File: src/rtl/pilot_insert_buffer.sv
// Input-side storage for OFDM pilot insertion: a synchronous standard-mode FIFO
// of {tlast, symb_last, IQ} words plus a 127-entry pilot-polarity ROM.
module pilot_insert_buffer #(
  parameter int DATA_WIDTH = 34,
  parameter int DEPTH      = 64,
  parameter int CNT_WIDTH  = 7
) (
  input  logic                  clk,
  input  logic                  rst,
  input  logic [DATA_WIDTH-1:0] din,
  input  logic                  wr_en,
  input  logic                  rd_en,
  output logic [DATA_WIDTH-1:0] dout,
  output logic                  full,
  output logic                  empty,
  output logic [CNT_WIDTH-1:0]  data_count,
  input  logic [6:0]            pilot_addr,
  output logic                  pilot_dout
);

  localparam int AW = $clog2(DEPTH);

  // ROM[n] is the nth output bit of the x^7+x^4+1 scrambler seeded all-ones;
  // entry 127 stays 0.
  function automatic logic [127:0] gen_pilot_rom();
    logic [6:0]   s;
    logic         b;
    logic [127:0] r;
    s = '1;
    r = '0;
    for (int unsigned n = 0; n < 127; n++) begin
      b    = s[6] ^ s[3];
      s    = {s[5:0], b};
      r[n] = b;
    end
    return r;
  endfunction

  localparam logic [127:0] PILOT_ROM = gen_pilot_rom();

  logic [DATA_WIDTH-1:0] mem [DEPTH];
  logic [AW-1:0]         wr_ptr;
  logic [AW-1:0]         rd_ptr;
  logic                  do_wr;
  logic                  do_rd;
  logic [CNT_WIDTH-1:0]  cnt_next;

  // Flags are registered, so the accept decisions depend only on state.
  always_comb begin
    do_wr    = wr_en && !full;
    do_rd    = rd_en && !empty;
    cnt_next = data_count;
    if (do_wr && !do_rd) cnt_next = data_count + 1'b1;
    else if (do_rd && !do_wr) cnt_next = data_count - 1'b1;
  end

  always_ff @(posedge clk) begin
    if (!rst) begin
      wr_ptr     <= '0;
      rd_ptr     <= '0;
      data_count <= '0;
      full       <= 1'b0;
      empty      <= 1'b1;
      dout       <= '0;
    end else begin
      if (do_wr) begin
        mem[wr_ptr] <= din;
        wr_ptr      <= wr_ptr + 1'b1;
      end
      if (do_rd) begin
        dout   <= mem[rd_ptr];
        rd_ptr <= rd_ptr + 1'b1;
      end
      data_count <= cnt_next;
      full       <= (cnt_next == CNT_WIDTH'(DEPTH));
      empty      <= (cnt_next == '0);
    end
  end

  always_ff @(posedge clk) begin
    if (!rst) pilot_dout <= 1'b0;
    else      pilot_dout <= PILOT_ROM[pilot_addr];
  end

endmodule

File: config.mk
export PLATFORM = sky130hd
export DESIGN_NAME = pilot_insert_buffer
export DESIGN_NICKNAME = d
export VERILOG_FILES = /design/src/rtl/pilot_insert_buffer.sv
export SDC_FILE = /design/constraint.sdc
export NUM_CORES = 2
export LEC_CHECK = 0
export CAP_MARGIN = 20
export CORE_UTILIZATION = 35
export DETAILED_ROUTE_END_ITERATION = 10
export GPL_TIMING_DRIVEN = 0
export MAX_ROUTING_LAYER = met4
export PLACE_DENSITY = 0.58
export SLEW_MARGIN = 20
export SYNTH_ARGS = -nofsm -noshare
export SYNTH_HDL_FRONTEND = slang
export SYNTH_SLANG_ARGS = --single-unit
File: constraint.sdc
create_clock -name clk -period 5.3 [get_ports clk]
set_clock_uncertainty 0.1 [all_clocks]
set_input_delay 1.06 -clock clk [delete_from_list [all_inputs] [get_ports clk]]
set_output_delay 1.06 -clock clk [all_outputs]
set_load 0.05 [all_outputs]
Figure 1. Metal 1.
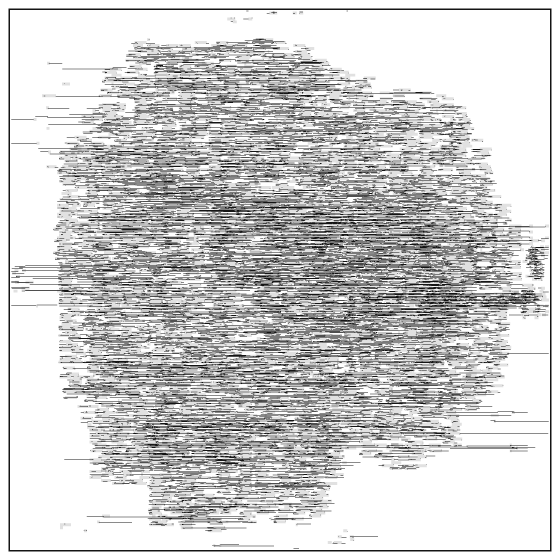
main direction: horizontal
wire length on this layer: 101 mm
longest straight run: 137 um
nets with wire on the layer: 4,394

Figure 2. M2 wires.
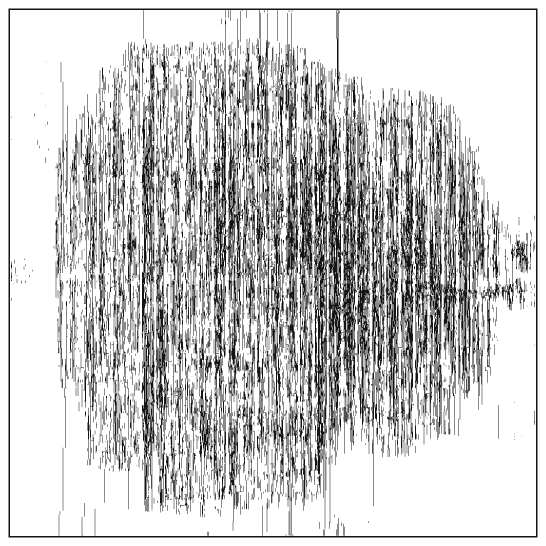
share of all routed wire: 46%
longest straight run: 197 um
main direction: vertical
nets with wire on the layer: 4,037

Figure 3. Signal wires on met4.
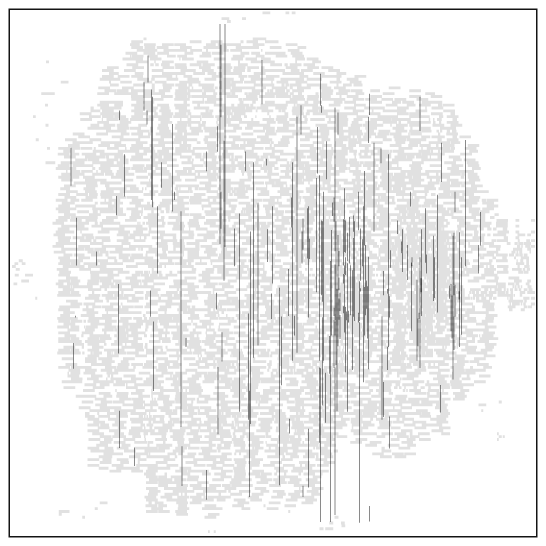
longest straight run: 246 um
main direction: vertical
wire length on this layer: 10,300 um
nets with wire on the layer: 105
share of all routed wire: 4.1%

Figure 4. Routing congestion.
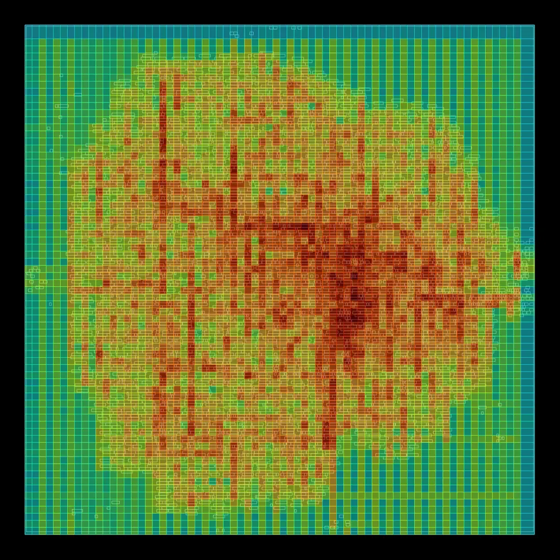
gr busiest metal: met2
final core utilization: 41.8%
WL per Instance: 32.3 um
grt met2 use: 32.1%

Figure 5. Placement density heat map.
Bar = 100 um. 25 x 25 tiles, from dark blue (low) to red (high), 0 to 100% covered.
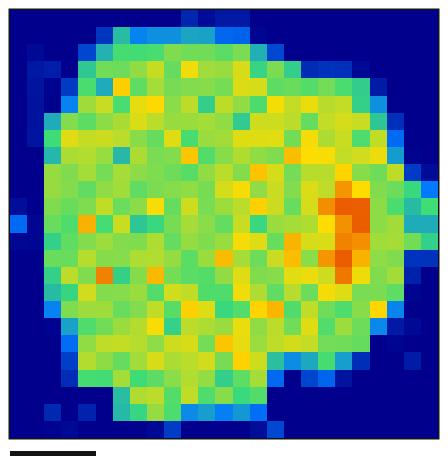
mean over tiles: 40%
tiles over 75% full: 5.1%
nearly empty tiles: 28%
fullest tile: 90%
emptiest ninth of the die: bottom right

==> out/summary.txt <==
GRT Util Overall -> 21.2%
Placeable Area -> 243,000 um^2
FFs w/ async S/R, synth -> 0%
Critical path launch point type -> primary input
Mux area share -> 14.3%
Clock Latency Late Sink -> 870 ps
Layout Cells excl Fill -> 7,851
Final Setup Violations -> 0
Hold Fails Final Rpt -> 0
Clock share of power -> 40.4%
Vias in the first global route -> 44,560
Initial antenna violation count -> 13
First-pass GRT wire length -> 352,000 um
Share of power burned in registers -> 50.7%
Adder-Cell Fraction of Synth Area -> 0.146%
Seq/Total Area, Yosys -> 77.7%
CTS Hold Bufs -> 0
Area after DPL -> 94,300 um^2
Hold slack -> 460 ps
TritonCTS clock tree -> done
Max-slew headroom -> 20.5%
Final setup margin -> 444 ps
Port bufs -> 87
Cells in synth_stat.txt -> 3,985
Number of routed nets with antenna violations -> 0
Status -> complete, no violations
Net count, final -> 4,505
Critical path class -> in -> reg
Vias -> 44,792
Reg-to-reg endpoint -> dout[3]
Pin count of the biggest net entering global routing -> 65
Cell count after synthesis -> 3,985
Final Wtd Congestion -> 0.870
Max_cap viols -> 0
Hold path startpoint -> din[10]
Overall power -> 38.6 mW
Synthesis-to-finish area growth -> 18.7%
[worst max-delay path: stages]
cell	delay (ps)
clkdlybuf4s50_1	480
nor2b_1	130
clkbuf_1	360
nand2_1	580
clkbuf_1	650
nor2_1	860
clkbuf_1	940
nand3_1	290
o31ai_1	160
[sequential cells by signal, summed over array words and instances (netlist names)]
signal	flops
mem	2176
dout	34
data_count	7
rd_ptr	6
wr_ptr	6
empty	1
full	1
pilot_dout	1
[synthesized netlist by cell type, drive strengths merged, types with 7 or more instances]
cell        n  area (um^2)
a21oi      24          120
nand4       8         50.1
mux4      434         9770
o21bai     21          158
nor4       21          131
a31oi      72          450
edfxtp   2176        65300
o2bb2ai     7         61.3
ha         10          125
buf       146          966
a22o       41          359
nand3      38          190
o22ai      66          413
a221o      33          330
nor2b      37          231
or4        23          173
nand2      61          229
a22oi      41          308
inv         9         33.8
nor3       13         65.1
a211oi     33          248
mux2      142         1600
nor2      126          475
o21ai      11         55.1
a221oi     36          322
a2111oi     7         62.6
mux2i      87          871
clkbuf     90          342
dfxtp      56         1120
o221ai     37          324
[metal layers]
| layer | vias to the layer above | GRT usage, % | wire length [um] |
|---|---|---|---|
| met4 | 0 | 7.93 | 10300 |
| li1 | 17878 | - | - |
| met1 | 24069 | 27.9 | 101000 |
| met3 | 448 | 4.69 | 24500 |
| met5 | - | - | 0 |
| met2 | 2397 | 32.1 | 117000 |
[how the worst max path moves through the flow]
| stage | start | endpoint | slack [ps] | depth (start not counted) |
|---|---|---|---|---|
| 5_1_grt | rd_en | dout[9] | 510 | 9 |
| 4_1_cts | rd_en | dout[9] | 690 | 9 |
| 3_3_place_gp | rst | mem[53][14] | -2120 | 4 |
| 3_5_place_dp | rd_en | dout[9] | -220 | 9 |
| 6_report | rd_en | dout[9] | 440 | 9 |
| 2_1_floorplan | wr_en | mem[63][0] | 1300 | 6 |
[power by group through the flow]
stage / Sequential [mW] / Clock, mW / Combinational (mW)
final: 19.5 / 15.6 / 3.45
after floorplan: 20.0 / 0 / 1.95
after CTS: 19.5 / 15.8 / 3.46
after global routing: 19.5 / 16.4 / 3.60
after detailed placement: 19.9 / 0 / 3.45
after global placement: 20.0 / 0 / 3.35
[cell type report]
class / instances / area, um^2
repair buffers: 241 / 4270
plain buffers: 236 / 1310
diodes: 5 / 12.5
clock inverters: 132 / 1290
flip-flops and latches: 2232 / 66500
well taps: 3202 / 4010
fillers: 21059 / 142000
multi-input cells: 1507 / 18200
clock buffers: 286 / 5920
inverters: 10 / 37.5
[cells by family (layout without fill, tap and decap cells)]
logic type,after synthesis,count (layout)
mux,663,663
xor+xnor,11,11
fa+ha+maj,10,10
simple gates,370,370
compound gates,453,453
other cells,0,5
buf+inv,246,905
flops,2232,2232
[cell usage in the layout (no fill, tap or decap), types with 38 or more instances in the layout]
cell and count:
nand3_1 38, nand2_1 61, mux2_2 134, a22o_1 41
clkinv_1 46, buf_12 82, a22oi_1 41, o22ai_1 66
buf_4 45, edfxtp_1 2176, clkinv_2 41, buf_16 67
dfxtp_1 56, a31oi_1 72, mux2i_1 87, clkbuf_16 225
nor2_1 61, clkdlybuf4s50_1 53, buf_2 97, nor2_4 64
clkbuf_1 139, mux4_2 434
Power figures rest on the tool's default switching activity, not on a simulated workload.
